$ cat src/rtl/branch_ctrl.sv
// branch_ctrl: decodes B / CBZ / B.cond, resolves taken-ness with one-cycle latency and squashes the instruction after a taken branch
module branch_ctrl (
    input  logic        clk,
    input  logic        reset,
    input  logic        in_valid,
    output logic        in_ready,
    input  logic        stall,
    input  logic [31:0] instr,
    input  logic [63:0] rt_data,
    input  logic        flag_we,
    input  logic [3:0]  flag_in,
    output logic        out_valid,
    output logic        UncondBr,
    output logic        BrTaken,
    output logic [63:0] CondAddr19,
    output logic [63:0] BrAddr26,
    output logic [3:0]  flags
);
    typedef enum logic {NORMAL, SQUASH} state_t;

    state_t      r_state;
    state_t      w_state_nxt;
    logic        r_out_valid;
    logic        r_uncond;
    logic        r_taken;
    logic [63:0] r_cond_addr;
    logic [63:0] r_br_addr;
    logic [3:0]  r_flags;

    logic        w_accept;
    logic        w_drop;
    logic        w_fire;
    logic        w_is_b;
    logic        w_is_cbz;
    logic        w_is_bcond;
    logic [3:0]  w_flags_eff;
    logic        w_n;
    logic        w_z;
    logic        w_v;
    logic        w_cond_ok;
    logic        w_taken;

    assign in_ready    = !stall;
    assign w_accept    = in_valid && !stall;
    assign w_drop      = w_accept && (r_state == SQUASH);
    assign w_fire      = w_accept && !w_drop;

    assign w_is_b      = instr[31:26] == 6'b000101;
    assign w_is_cbz    = instr[31:24] == 8'b10110100;
    assign w_is_bcond  = instr[31:24] == 8'b01010100;

    // a flag write in the same cycle as a B.cond is forwarded to the condition
    assign w_flags_eff = flag_we ? flag_in : r_flags;
    assign w_n         = w_flags_eff[3];
    assign w_z         = w_flags_eff[2];
    assign w_v         = w_flags_eff[0];

    // evaluate the B.cond condition code against the effective flags
    always_comb begin
        w_cond_ok = 1'b0;
        case (instr[3:0])
            4'b0000: w_cond_ok = w_z;
            4'b0001: w_cond_ok = !w_z;
            4'b1010: w_cond_ok = (w_n == w_v);
            4'b1011: w_cond_ok = (w_n != w_v);
            4'b1100: w_cond_ok = !w_z && (w_n == w_v);
            4'b1101: w_cond_ok = w_z || (w_n != w_v);
            default: w_cond_ok = 1'b0;
        endcase
    end

    assign w_taken = w_is_b || (w_is_cbz && (rt_data == 64'd0)) || (w_is_bcond && w_cond_ok);

    // next state: enter SQUASH on a taken branch, leave it on the next accepted (dropped) instruction
    always_comb begin
        w_state_nxt = r_state;
        if (w_accept)
            w_state_nxt = (r_state == SQUASH) ? NORMAL : (w_taken ? SQUASH : NORMAL);
    end

    // state register; stall freezes it because w_accept is low while stalled
    always_ff @(posedge clk) begin
        if (reset)
            r_state <= NORMAL;
        else
            r_state <= w_state_nxt;
    end

    // output registers: valid/taken pulse per issued instruction, fields hold otherwise
    always_ff @(posedge clk) begin
        if (reset) begin
            r_out_valid <= 1'b0;
            r_uncond    <= 1'b0;
            r_taken     <= 1'b0;
            r_cond_addr <= 64'd0;
            r_br_addr   <= 64'd0;
        end else if (!stall) begin
            r_out_valid <= w_fire;
            r_taken     <= w_fire && w_taken;
            if (w_fire) begin
                r_uncond    <= w_is_b;
                r_cond_addr <= {{45{instr[23]}}, instr[23:5]};
                r_br_addr   <= {{38{instr[25]}}, instr[25:0]};
            end
        end
    end

    // flag register loads on every write, independent of stall
    always_ff @(posedge clk) begin
        if (reset)
            r_flags <= 4'd0;
        else if (flag_we)
            r_flags <= flag_in;
    end

    assign out_valid  = r_out_valid;
    assign UncondBr   = r_uncond;
    assign BrTaken    = r_taken;
    assign CondAddr19 = r_cond_addr;
    assign BrAddr26   = r_br_addr;
    assign flags      = r_flags;
endmodule

$ cat config.mk
export PLATFORM = sky130hd
export DESIGN_NAME = branch_ctrl
export DESIGN_NICKNAME = d
export VERILOG_FILES = /design/src/rtl/branch_ctrl.sv
export SDC_FILE = /design/constraint.sdc
export NUM_CORES = 1
export LEC_CHECK = 0
export CAP_MARGIN = 20
export CORE_MARGIN = 3
export CORE_UTILIZATION = 26
export DETAILED_ROUTE_END_ITERATION = 8
export PLACE_DENSITY = 0.75
export SLEW_MARGIN = 20
export SYNTH_ARGS = -nofsm -noshare
export SYNTH_HDL_FRONTEND = slang
export SYNTH_SLANG_ARGS = --single-unit
$ cat constraint.sdc
create_clock -name clk -period 1.4 [get_ports clk]
set_input_delay 0.14 -clock clk [delete_from_list [all_inputs] [get_ports clk]]
set_output_delay 0.14 -clock clk [all_outputs]
set_load 0.005 [all_outputs]
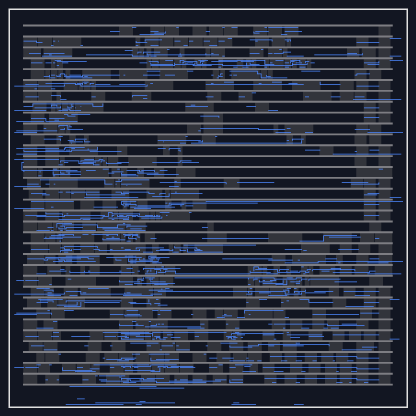
run_1/met1.png
(4 px per micron) Supply wires on this layer in grey.
The wires run mostly horizontal. The layer carries 2980 microns of wire. 442 nets have wire on it. The longest straight run is 49.2 microns.
met1 Resource Use GR: 16.7%
DR vias: 2403
final wirelength: 7.88 mm

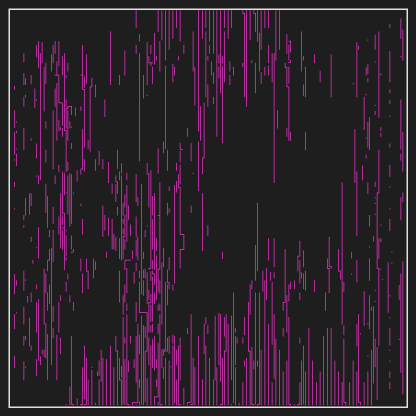
run_1/met2.png
(4 px per micron)
The wires run mostly vertical. The layer carries 3990 microns of wire.

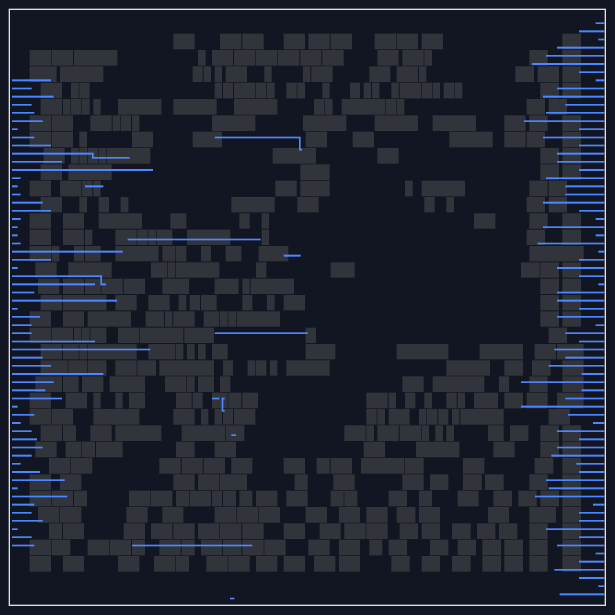
run_1/met3.png
(6 px per micron)
The wires run mostly horizontal. The layer holds 11% of the routed length. The longest straight run is 23.2 microns. 135 nets have wire on it. The layer carries 848 microns of wire.
GR Util met3: 5.47%

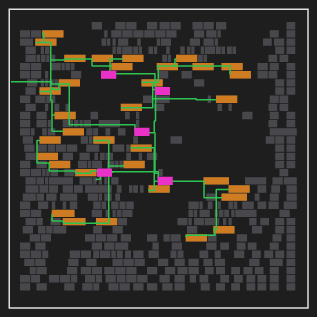
run_1/clock_map.png
(3 px per micron)
Green is clock wires, length 493 microns. Orange is flip-flops, count 34. Magenta is cells driving clock nets, count 5.
There are 6 routed clock nets.
Clock group: 745 uW
Clock power frac: 28.4%
latest clock arrival within the worst-skew pair: 0.28 ns

==> results_dict.tcl <==
# yosys + openroad results
set metrics [dict create \
    status "complete, but fails checks" \
    failed_checks "negative setup slack" \
    syn_nets 397 \
    placeableCoreArea_sq_um 8300 \
    drv_slew 0 \
    synth-edff-count 0 \
    dr.max_layer_used "met4" \
    power.internal_mw 1.98 \
    r2r_start "flags[3]" \
    hold_violations 0 \
    crit_fanout 2 \
    htree_levels 2 \
    met1_length_mm 2.98 \
    startpoint "flags[3]" \
    final.fill_count 797 \
    chip_area_sq_um 9820 \
    dp_hpwl_mm 6.43 \
    top_area_cell "buf_4" \
    p_leak_nw 2.01 \
    fin_cells 555 \
    arrival_ns 1.71 \
    yosysSeqAreaShare_pct 30.2 \
    critPathLaunchType "register" \
    fin_nets 554 \
    warnings 28 \
    clkSinkCount 34 \
    crit_type "reg2reg" \
    syn_inst 292 \
    hold_class "in2reg" \
    worstHoldStart "flag_in[0]" \
    drt-vias-per-instance 4.33 \
    ys_seq_elements 34 \
    grt_usage_pct 14.9 \
    cp-end-kind "register" \
    clk_pin_slew_worst_paths_ns 0.07 \
    drt_pass1_iterations 4 \
    setup_viol 2 \
    yosysTopAreaCellShare_pct 34.0 \
    avgSynthCellArea_sq_um 7.72 \
    p_seq_share_pct 39.7 \
    ff_type "dfxtp_1" \
    place_congestion 0.847 \
    ys_area_sq_um 2250 \
    syn-cell-area_sq_um 2250 \
    antenna_found_initial 0 \
    hold_buffers 0 \
    num_rows 33 \
    drive_above_1_share_pct 9.78 \
    clock_tree.root_cell "clkbuf_8" \
    grt_max_degree 40 \
    critical_path.endpoint "r_state" \
    ys_cells 292 \
    wl_per_cell_microns 14.2 \
    syn_to_final_growth_pct 90.0 \
    layout_top_cell "clkdlybuf4s50_1" \
    comb_power_share_pct 31.9 \
    p_switching_uw 645 \
    fmax_mhz 674 \
    reg2reg_to "r_state" \
    critPathRequiredTime_ns 1.63 \
    ios 241 \
    slew_headroom_pct 73.8 \
    r2r_slack_ns -0.08 \
    worstMarginPinSlew_ns 0.387 \
    drt_iter0_markers 28 \
    swShare_pct 24.6 \
    antennaDiodeCount 0 \
    layout_setup_ws_ns -0.0834 \
    grt_overflow 0 \
    utilization_pct 51.6 \
    cts_made_buffers 5 \
    ys_types 28 \
    portBuffers 240 \
    cts_tree "yes" \
    maxCapViolations 0 \
    cts_max_path_buffers 2 \
    ff2ff_path_depth 5 \
    grt_setup_unrepaired "yes" \
    ant_nets 0 \
]
## run 1: worst max-delay path, cell delays in order (launching register included)
cell and delay, ns:
dfxtp_2 0.34, xnor2_2 0.14, mux4_2 0.47, and4bb_2 0.35
nor3_2 0.05, nand2_1 0.07
## run 1: logic make-up after synthesis
logic type                Yosys count  synth area share (%)
and+or+nand+nor                   100                  21.4
DFF                                34                  30.2
muxes                               4                  2.33
xor gates and xnor gates            4                  1.55
buffers and inverters             116                  36.6
AOI/OAI and AO/OA                  34                  7.94
## run 1: power groups by stage
stage,Clock (mW),Sequential (mW),Combinational (mW)
after global routing,0.818,1.05,0.905
after CTS,0.778,1.04,0.841
after detailed placement,0,1.06,0.902
after floorplan,0,1.08,0.331
after global placement,0,1.06,0.888
final,0.745,1.04,0.838
## run 1: worst min-delay path by stage
stage                        end  cells after the start
finish                  flags[0]                      3
global route            flags[0]                      3
CTS                     flags[0]                      3
detailed placement   BrAddr26[2]                      2
global placement     BrAddr26[2]                      2
floorplan           BrAddr26[23]                      2
## run 1: timing repair
item | CTS | global route
endpoints found under the hold margin | 0 | 0
pin swaps | 3 | 5
buffers inserted | 0 | 1
gates resized | 92 | 12
cloned | 1 | 1
setup endpoints to repair | 90 | 38
## run 1: cell type report
| type | instances | area (sq um) | area share [%] |
|---|---|---|---|
| Timing Repair Buffer | 263 | 2550 | 59.6 |
| Multi-Input combinational cell | 142 | 803 | 18.8 |
| Sequential cell | 34 | 691 | 16.1 |
| Tap cell | 105 | 131 | 3.07 |
| Clock buffer | 7 | 86.3 | 2.02 |
| Inverter | 3 | 11.3 | 0.263 |
| Clock inverter | 1 | 5.00 | 0.117 |
## run 1: sequential cells by signal, indices dropped and copies added (netlist names)
signal and flops:
UncondBr 1, out_valid 1, flags 4, r_state 1, CondAddr19 18, BrAddr26 8
BrTaken 1
## run 1: stage by stage
step	power, mW	setup TNS [ns]	cell area [sq um]	hold slack [ns]	setup WS (ns)
CTS	2.66	-0.188	4210	0.298	-0.0945
finish	2.62	-0.156	4280	0.290	-0.0834
detailed placement	1.97	-8.92	4170	0.448	-0.435
global route	2.77	-0.273	4280	0.312	-0.147
floorplan	1.41	0	2250	0.268	0.00637
global placement	1.95	-8.27	4170	0.446	-0.407
## run 1: layer usage
metal | up-vias | global-route usage (%)
li1 | 1185 | -
met1 | 1067 | 16.7
met2 | 145 | 26.9
met3 | 6 | 5.47
met4 | 0 | 3.05
met5 | - | 0
## run 1: synthesized netlist by cell type (2+ instances only)
| master | n |
|---|---|
| nor4bb_1 | 2 |
| nor4_1 | 15 |
| nor3b_1 | 2 |
| xnor2_1 | 3 |
| inv_1 | 3 |
| nand4_1 | 4 |
| nor4b_1 | 2 |
| buf_4 | 102 |
| clkbuf_1 | 4 |
| nand2_1 | 58 |
| buf_1 | 2 |
| dfxtp_1 | 34 |
| nor3_1 | 4 |
| nand3_1 | 3 |
| mux2i_1 | 3 |
| buf_2 | 5 |
| nor2_1 | 6 |
| a21oi_1 | 30 |
Power and IR drop assume default switching activity.
